$ cat src/rtl/pio_ram_arb_pkg.sv
// Shared state encoding, link symbols and beat-count helpers for the PIO RAM link arbiter.
package pio_ram_arb_pkg;

    typedef enum logic [2:0] {
        ST_IDLE,
        ST_HDR,
        ST_ADDR,
        ST_WDATA,
        ST_WAIT,
        ST_RDATA
    } state_t;

    localparam logic [1:0] HDR_READ  = 2'b01;
    localparam logic [1:0] HDR_WRITE = 2'b10;
    localparam logic [1:0] RX_START  = 2'b11;

    function automatic int beat_count(input int bits, input int io_bits);
        return bits / io_bits;
    endfunction

    function automatic int count_width(input int beats);
        return $clog2(beats + 1);
    endfunction

endpackage

$ cat src/rtl/pio_ram_serdes.sv
// MSB-first shift register with a beat counter; done flags the final beat of WIDTH/IO_BITS.
module pio_ram_serdes
    import pio_ram_arb_pkg::*;
#(
    parameter int   WIDTH   = 16,
    parameter int   IO_BITS = 2,
    localparam int  BEATS   = beat_count(WIDTH, IO_BITS),
    localparam int  CNT_W   = count_width(BEATS)
) (
    input  logic               clk,
    input  logic               reset,
    input  logic               load,
    input  logic [WIDTH-1:0]   load_data,
    input  logic               shift,
    input  logic [IO_BITS-1:0] shift_in,
    output logic [WIDTH-1:0]   data,
    output logic [CNT_W-1:0]   count,
    output logic               done
);

    // NOTE: non-blocking assignments so every flop samples pre-edge values.
    always_ff @(posedge clk or posedge reset) begin
        if (reset) begin
            data  <= '0;
            count <= '0;
        end else if (load) begin
            data  <= load_data;
            count <= '0;
        end else if (shift) begin
            data  <= {data[WIDTH-IO_BITS-1:0], shift_in};
            count <= count + CNT_W'(1);
        end
    end

    assign done = (count == CNT_W'(BEATS - 1));

endmodule

$ cat src/rtl/pio_ram_arbiter.sv
// Two-port arbiter serializing requests onto the 2-pin PIO RAM link.
// Define PIO_RAM_ARB_TIMEOUT_EN to bound the read wait and add the sticky timeout_err output.
module pio_ram_arbiter
    import pio_ram_arb_pkg::*;
#(
    parameter int ADDR_BITS      = 16,
    parameter int DATA_BITS      = 16,
    parameter int IO_BITS        = 2,
    parameter int MAX_CONSEC_HI  = 2,
    parameter int TIMEOUT_CYCLES = 255
) (
    input  logic                 clk,
    input  logic                 reset,
    input  logic [1:0]           req_valid,
    output logic [1:0]           req_ready,
    input  logic [1:0]           req_write,
    input  logic [ADDR_BITS-1:0] req_addr0,
    input  logic [ADDR_BITS-1:0] req_addr1,
    input  logic [DATA_BITS-1:0] req_wdata0,
    input  logic [DATA_BITS-1:0] req_wdata1,
    output logic [1:0]           rsp_valid,
    output logic [DATA_BITS-1:0] rsp_rdata,
    output logic [IO_BITS-1:0]   tx_pins,
    input  logic [IO_BITS-1:0]   rx_pins,
    output logic                 busy
`ifdef PIO_RAM_ARB_TIMEOUT_EN
    ,
    output logic                 timeout_err
`endif
);

    localparam int ADDR_BEATS = beat_count(ADDR_BITS, IO_BITS);
    localparam int DATA_BEATS = beat_count(DATA_BITS, IO_BITS);
    localparam int TX_BITS    = IO_BITS + ADDR_BITS + DATA_BITS;
    localparam int TX_CNT_W   = count_width(beat_count(TX_BITS, IO_BITS));
    localparam int RX_CNT_W   = count_width(DATA_BEATS);
    localparam int HI_W       = $clog2(MAX_CONSEC_HI + 2);

    state_t               state, state_next;
    logic [1:0]           grant;
    logic                 accept;
    logic                 hi_block;
    logic                 sel_write;
    logic [IO_BITS-1:0]   sel_hdr;
    logic [TX_BITS-1:0]   tx_load_data;
    logic                 port_id;
    logic                 is_write;
    logic [HI_W-1:0]      hi_cnt;

    logic                 tx_shift, tx_done;
    logic [TX_BITS-1:0]   tx_data;
    logic [TX_CNT_W-1:0]  tx_count;
    logic                 rx_load, rx_shift, rx_done;
    logic [DATA_BITS-1:0] rx_data, rx_word;
    logic [RX_CNT_W-1:0]  rx_count;

    logic [1:0]           rsp_valid_next;
    logic                 rdata_load;
    logic [DATA_BITS-1:0] rdata_next;

    // Port 0 wins unless port 1 has already watched MAX_CONSEC_HI port-0 grants go by.
    always_comb begin
        hi_block = req_valid[1] && (hi_cnt == HI_W'(MAX_CONSEC_HI));
        grant    = 2'b00;
        if (state == ST_IDLE) begin
            if (req_valid[0] && !hi_block)
                grant = 2'b01;
            else if (req_valid[1])
                grant = 2'b10;
        end
    end

    assign req_ready = grant;
    assign accept    = |grant;
    assign sel_write = grant[1] ? req_write[1] : req_write[0];
    assign sel_hdr   = sel_write ? IO_BITS'(HDR_WRITE) : IO_BITS'(HDR_READ);

    // Header, address and data leave as one frame; read data slots are zero so the pins idle low.
    assign tx_load_data = grant[1]
        ? {sel_hdr, req_addr1, sel_write ? req_wdata1 : {DATA_BITS{1'b0}}}
        : {sel_hdr, req_addr0, sel_write ? req_wdata0 : {DATA_BITS{1'b0}}};

    pio_ram_serdes #(.WIDTH(TX_BITS), .IO_BITS(IO_BITS)) u_tx (
        .clk       (clk),
        .reset     (reset),
        .load      (accept),
        .load_data (tx_load_data),
        .shift     (tx_shift),
        .shift_in  ({IO_BITS{1'b0}}),
        .data      (tx_data),
        .count     (tx_count),
        .done      (tx_done)
    );

    pio_ram_serdes #(.WIDTH(DATA_BITS), .IO_BITS(IO_BITS)) u_rx (
        .clk       (clk),
        .reset     (reset),
        .load      (rx_load),
        .load_data ({DATA_BITS{1'b0}}),
        .shift     (rx_shift),
        .shift_in  (rx_pins),
        .data      (rx_data),
        .count     (rx_count),
        .done      (rx_done)
    );

    assign tx_pins = tx_data[TX_BITS-1 -: IO_BITS];
    assign rx_word = {rx_data[DATA_BITS-IO_BITS-1:0], rx_pins};
    assign busy    = (state != ST_IDLE);

    logic unused_bits;
    assign unused_bits = ^{tx_data[TX_BITS-IO_BITS-1:0], rx_data[DATA_BITS-1 -: IO_BITS], rx_count};

`ifdef PIO_RAM_ARB_TIMEOUT_EN
    localparam int TO_W = $clog2(TIMEOUT_CYCLES + 1);
    logic [TO_W-1:0] wait_cnt;
    logic            timeout_hit;

    always_ff @(posedge clk or posedge reset) begin
        if (reset) begin
            wait_cnt    <= '0;
            timeout_err <= 1'b0;
        end else begin
            wait_cnt <= (state == ST_WAIT) ? wait_cnt + TO_W'(1) : '0;
            if (timeout_hit)
                timeout_err <= 1'b1;
        end
    end
`else
    localparam int unused_timeout = TIMEOUT_CYCLES;
`endif

    // NOTE: every output of this block gets a default first, so no path can infer a latch.
    always_comb begin
        state_next     = state;
        tx_shift       = 1'b0;
        rx_load        = 1'b0;
        rx_shift       = 1'b0;
        rsp_valid_next = 2'b00;
        rdata_load     = 1'b0;
        rdata_next     = rx_word;
`ifdef PIO_RAM_ARB_TIMEOUT_EN
        timeout_hit    = 1'b0;
`endif
        unique case (state)
            ST_IDLE: begin
                if (accept)
                    state_next = ST_HDR;
            end
            ST_HDR: begin
                tx_shift   = 1'b1;
                state_next = ST_ADDR;
            end
            ST_ADDR: begin
                tx_shift = 1'b1;
                if (tx_count == TX_CNT_W'(ADDR_BEATS))
                    state_next = is_write ? ST_WDATA : ST_WAIT;
            end
            ST_WDATA: begin
                tx_shift = 1'b1;
                if (tx_done)
                    state_next = ST_IDLE;
            end
            ST_WAIT: begin
                if (rx_pins == IO_BITS'(RX_START)) begin
                    rx_load    = 1'b1;
                    state_next = ST_RDATA;
                end
`ifdef PIO_RAM_ARB_TIMEOUT_EN
                else if (wait_cnt == TO_W'(TIMEOUT_CYCLES - 1)) begin
                    timeout_hit             = 1'b1;
                    rsp_valid_next[port_id] = 1'b1;
                    rdata_load              = 1'b1;
                    rdata_next              = '1;
                    state_next              = ST_IDLE;
                end
`endif
            end
            ST_RDATA: begin
                rx_shift = 1'b1;
                if (rx_done) begin
                    rsp_valid_next[port_id] = 1'b1;
                    rdata_load              = 1'b1;
                    state_next              = ST_IDLE;
                end
            end
            default: state_next = ST_IDLE;
        endcase
    end

    always_ff @(posedge clk or posedge reset) begin
        if (reset) begin
            state     <= ST_IDLE;
            port_id   <= 1'b0;
            is_write  <= 1'b0;
            hi_cnt    <= '0;
            rsp_valid <= 2'b00;
            rsp_rdata <= '0;
        end else begin
            state     <= state_next;
            rsp_valid <= rsp_valid_next;
            if (rdata_load)
                rsp_rdata <= rdata_next;
            if (accept) begin
                port_id  <= grant[1];
                is_write <= sel_write;
                hi_cnt   <= (grant[0] && req_valid[1]) ? hi_cnt + HI_W'(1) : '0;
            end
        end
    end

endmodule

$ cat config.mk
export PLATFORM = sky130hd
export DESIGN_NAME = pio_ram_arbiter
export DESIGN_NICKNAME = d
export VERILOG_FILES = /design/src/rtl/pio_ram_arb_pkg.sv /design/src/rtl/pio_ram_serdes.sv /design/src/rtl/pio_ram_arbiter.sv
export SDC_FILE = /design/constraint.sdc
export NUM_CORES = 1
export LEC_CHECK = 0
export CAP_MARGIN = 10
export CORE_ASPECT_RATIO = 0.7
export CORE_MARGIN = 5
export CORE_UTILIZATION = 50
export DETAILED_ROUTE_END_ITERATION = 6
export GPL_ROUTABILITY_DRIVEN = 1
export GPL_TIMING_DRIVEN = 0
export PLACE_DENSITY = 0.91
export SETUP_SLACK_MARGIN = 0.15
export SLEW_MARGIN = 20
export SYNTH_ARGS = -nofsm -noshare
export SYNTH_HDL_FRONTEND = slang
export SYNTH_SLANG_ARGS = --single-unit
$ cat constraint.sdc
create_clock -name clk -period 5.9 [get_ports clk]
set_input_delay 0.885 -clock clk [delete_from_list [all_inputs] [get_ports clk]]
set_output_delay 0.885 -clock clk [all_outputs]
set_load 0.01 [all_outputs]
**Routed metal per tile**

Scale bar: 20 um. 24 x 17 tiles, from dark purple (low) to yellow (high), scaled to the fullest tile. Values are wire area over tile area, all layers added.
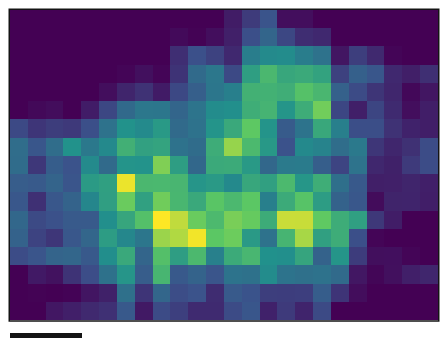
fullest tile: 0.63
densest ninth of the die: center
nearly empty tiles: 22%
emptiest ninth of the die: north-west

**Routed clock nets over the placement**

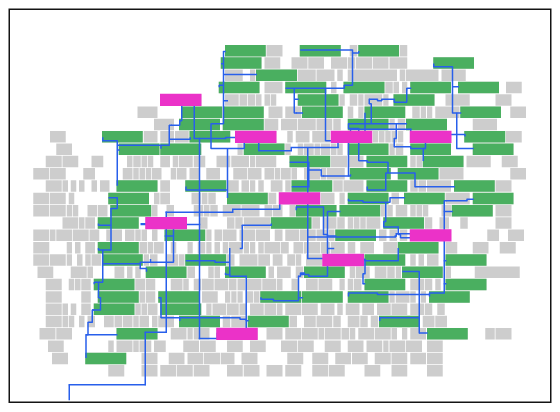
legend:
  magenta:
    item: clock-net drivers
    count: 9
  green:
    item: flip-flops
    count: 82
  blue:
    item: clock wires
    length: 995 um
routed clock nets: 10

==> impl_metrics.yaml <==
# synthesis and place-and-route metrics
critical_path:
  worst-path-max-fanout: 6
  path_delay_family: "buffers and inverters"
  critical_path_rt_ns: 5.02
  crit_path_max_incr_delay_ns: 0.63
  worst_path_cell_trace: "clkdlybuf4s50_1 > a21boi_0 > and2_1 > clkbuf_1 > clkdlybuf4s50_1"
  critical-path-slowest-cell: "sky130_fd_sc_hd__clkdlybuf4s50_1"
  critPathKind: "in -> out"
  crit_top_cell: "sky130_fd_sc_hd__clkdlybuf4s50_1"
  endpoint_arrival_time_on_the_critical_path_ns: 2.86
  kind_of_capture_point_of_the_worst_setup_path: "output pin"
  internal_reg_to_reg_setup_slack_ns: 3.87
  critical_path.startpoint_type: "input pin"
  critPathBufInv: 3
logic_synthesis:
  ys.warnings.count: 0
  numSynthFlops: 82
  synthCells: 430
  netlist_top_cells_area: "sky130_fd_sc_hd__dfrtp_1, sky130_fd_sc_hd__nand2_1, sky130_fd_sc_hd__mux2i_1"
  synth-async-reset-ratio_pct: 100
  mappedNetlistNets: 506
  number_of_synthesized_flops_with_an_enable_pin: 0
  synth.cell_area_mm2: 0.00418
  yosys_cells: 430
  postSynth.topFlopCell: "sky130_fd_sc_hd__dfrtp_1"
  synth_chip_area_mm2: 0.00418
  common_cells: "sky130_fd_sc_hd__nand2_1, sky130_fd_sc_hd__dfrtp_1, sky130_fd_sc_hd__nor2_1"
  syn-mean-instance-area_um2: 9.72
  synth_seq_share_pct: 49.1
  synth_area_leader_cell: "sky130_fd_sc_hd__dfrtp_1"
  synth_cell_type_count: 51
  fraction_of_synthesized_cell_area_taken_by_the_top_area_cell_type_pct: 49.1
  netlist.top_cell.by_instances: "sky130_fd_sc_hd__nand2_1"
placed_design:
  number_of_placed_instances_taps_included: 625
  place_hpwl_um: 8240
  place.port_buffers: 93
  gpl.final_weighted_congestion: 0.877
  place_area_mm2: 0.00527
clocking:
  tritoncts.num_buffers: 9
  cts_num_sinks: 82
  tritoncts_clock_tree: "done"
  clk_path_buf_depth: 2
  ctsHoldBuffers: 0
  clock_transition_time_at_the_flip_flop_clock_pins_of_the_worst_setup_and_hold_paths_ns: 0.07
  cts_setup_buffers: 0
  clkLatencyLatePin_ns: 0.34
  clock-root-buffer: "sky130_fd_sc_hd__clkbuf_16"
  cts-htree-levels: 3
  cts_resized: 0
power:
  share_seq_of_total_power_pct: 39.4
  power_density_cells_mw_per_mm2: 406
  report.power.total_mw: 2.26
  power.leakage_nw: 2.43
  swShare_pct: 35.9
  total_internal_power_mw: 1.45
  power.switching_uw: 811
  combinationalPowerShare_pct: 35.5
  power.clock.fraction_pct: 25.1
  irDropWorstVdd_mv: 0.177
sta:
  final.setup_skew_ns: 0.00875
  timing.final.hold_violations: 0
  unrepaired_setup_endpoints_after_global_routing: "false"
  setup_viol_count_final: 0
  fin_crit_sh_pct: 63.4
  slew-limit-headroom_pct: 55.3
  timing.hold.ws_ns: 0.452
  maxSlewViolCount: 0
  fmax_mhz: 267
  worst_slew_pin_slew_ns: 0.666
  final_period_minus_worst_setup_slack_ns: 3.74
  setup_total_negative_slack_ns: 0
min_path:
  holdCritPathClass: "reg -> reg"
run:
  drv_cap: 0
  stage_log_warnings: 27
floorplanning:
  rows: 27
  die_height_um: 86.5
  fp_util_pct: 52.2
  ios: 95
  core_area_mm2: 0.00801
  dieWidth_um: 119
  dieArea_mm2: 0.0103
cells_and_area:
  final-instance-count-excl-fill: 641
  synthToLayoutAreaGrowth_pct: 33.2
  layout_filler_cell_count: 571
  drive_above_1_share_pct: 12.8
  final_area_mm2: 0.00557
  antenna_cells_inserted: 0
  nets: 611
  comb_area_mm2: 0.00191
  seq_area_mm2: 0.00205
detailed_routing:
  avgRoutedWirePerCell_um: 17.6
  routed_wl_um: 11300
  num_vias: 3746
  route.detailed.drc: 0
  vias_per_cell: 5.84
  detail-route-antenna-nets: 0
  first_iter_violations: 319
  detail_route.first_pass.iterations: 5
global_routing:
  grt_first_pass_wirelength_um: 19000
  number_of_antenna_violations_at_the_first_check_in_global_routing: 0
  grt_remaining_overflow: 0
  grt_start_max_net_pins: 49
  groute.usage.overall_pct: 23.0
  first_global_vias: 3899
status:
  outcome: "finished clean"
==> cells in the final DEF (no fill, tap or decap), types with 5 or more instances in the layout <==
cell,count
sky130_fd_sc_hd__nand2_1,88
sky130_fd_sc_hd__dfrtp_1,82
sky130_fd_sc_hd__mux2i_1,17
sky130_fd_sc_hd__o21ai_0,20
sky130_fd_sc_hd__xor2_1,5
sky130_fd_sc_hd__buf_2,15
sky130_fd_sc_hd__a21oi_1,20
sky130_fd_sc_hd__clkdlybuf4s50_1,93
sky130_fd_sc_hd__clkbuf_16,9
sky130_fd_sc_hd__and3_1,8
sky130_fd_sc_hd__a2bb2oi_1,14
sky130_fd_sc_hd__o22ai_1,5
sky130_fd_sc_hd__mux2_4,8
sky130_fd_sc_hd__a31oi_1,15
sky130_fd_sc_hd__clkbuf_1,8
sky130_fd_sc_hd__a211oi_1,14
sky130_fd_sc_hd__nor2_1,41
sky130_fd_sc_hd__mux2_2,8
==> metrics by stage <==
step / setup slack (ns) / utilization, %
detailed placement: 2.18 / 65.8
floorplan: 2.91 / -
CTS: 2.18 / 69.5
global placement: 1.78 / 65.4
global route: 1.98 / 69.5
finish: 2.16 / 69.5
==> power groups by stage <==
stage / logic [mW] / clock network [mW] / registers [mW]
finish: 0.802 / 0.567 / 0.892
global placement: 0.731 / 0 / 0.879
CTS: 0.797 / 0.568 / 0.885
floorplan: 0.565 / 0 / 0.848
global route: 0.897 / 0.593 / 0.911
detailed placement: 0.782 / 0 / 0.892
==> layout make-up <==
class | instances | area share, %
multi-input cells | 309 | 34.2
clock inverters | 7 | 1.35
plain buffers | 32 | 3.48
well taps | 101 | 2.27
repair buffers | 94 | 17.2
inverters | 7 | 0.539
flip-flops and latches | 82 | 36.9
clock buffers | 9 | 4.04
==> worst paths after layout <==
check | startpoint | to | cells past startpoint
setup / recovery | req_valid[0] | req_ready[0] | 5
hold / removal | port_id$_DFFE_PP0N_ | rsp_valid[0]$_DFF_PP0_ | 1
setup reg to reg | state[0]$_DFFE_PP0P_ | u_rx.data[1]$_DFFE_PP0P_ | 4
hold reg to reg | port_id$_DFFE_PP0N_ | rsp_valid[0]$_DFF_PP0_ | 1
max in group asynchronous | reset | u_tx.count[3]$_DFFE_PP0P_ | 3
min in group asynchronous | reset | u_tx.data[7]$_DFFE_PP0P_ | 2
==> metal layers <==
| metal | vias up | GRT usage (%) | wire, um |
|---|---|---|---|
| li1 | 1720 | - | - |
| met1 | 1796 | 29.5 | 4700 |
| met2 | 198 | 38.0 | 5400 |
| met3 | 32 | 5.28 | 854 |
| met4 | 0 | 9.36 | 319 |
| met5 | - | 0 | 0 |
==> state kept, by name, indices dropped and copies added (netlist names) <==
signal      flops
state           3
u_tx.data      34
hi_cnt          2
u_tx.count      5
rsp_valid       2
port_id         1
rsp_rdata      16
u_rx.count      4
is_write        1
u_rx.data      14
==> cells by family after synthesis <==
kind of cell | share of synthesized area, %
simple gates | 17.2
compound gates | 16.6
xor+xnor | 1.47
fa+ha+maj | 1.20
flops | 49.1
buf+inv | 5.30
mux | 9.10
No activity file was given, so power comes from the tool's default toggle rates.
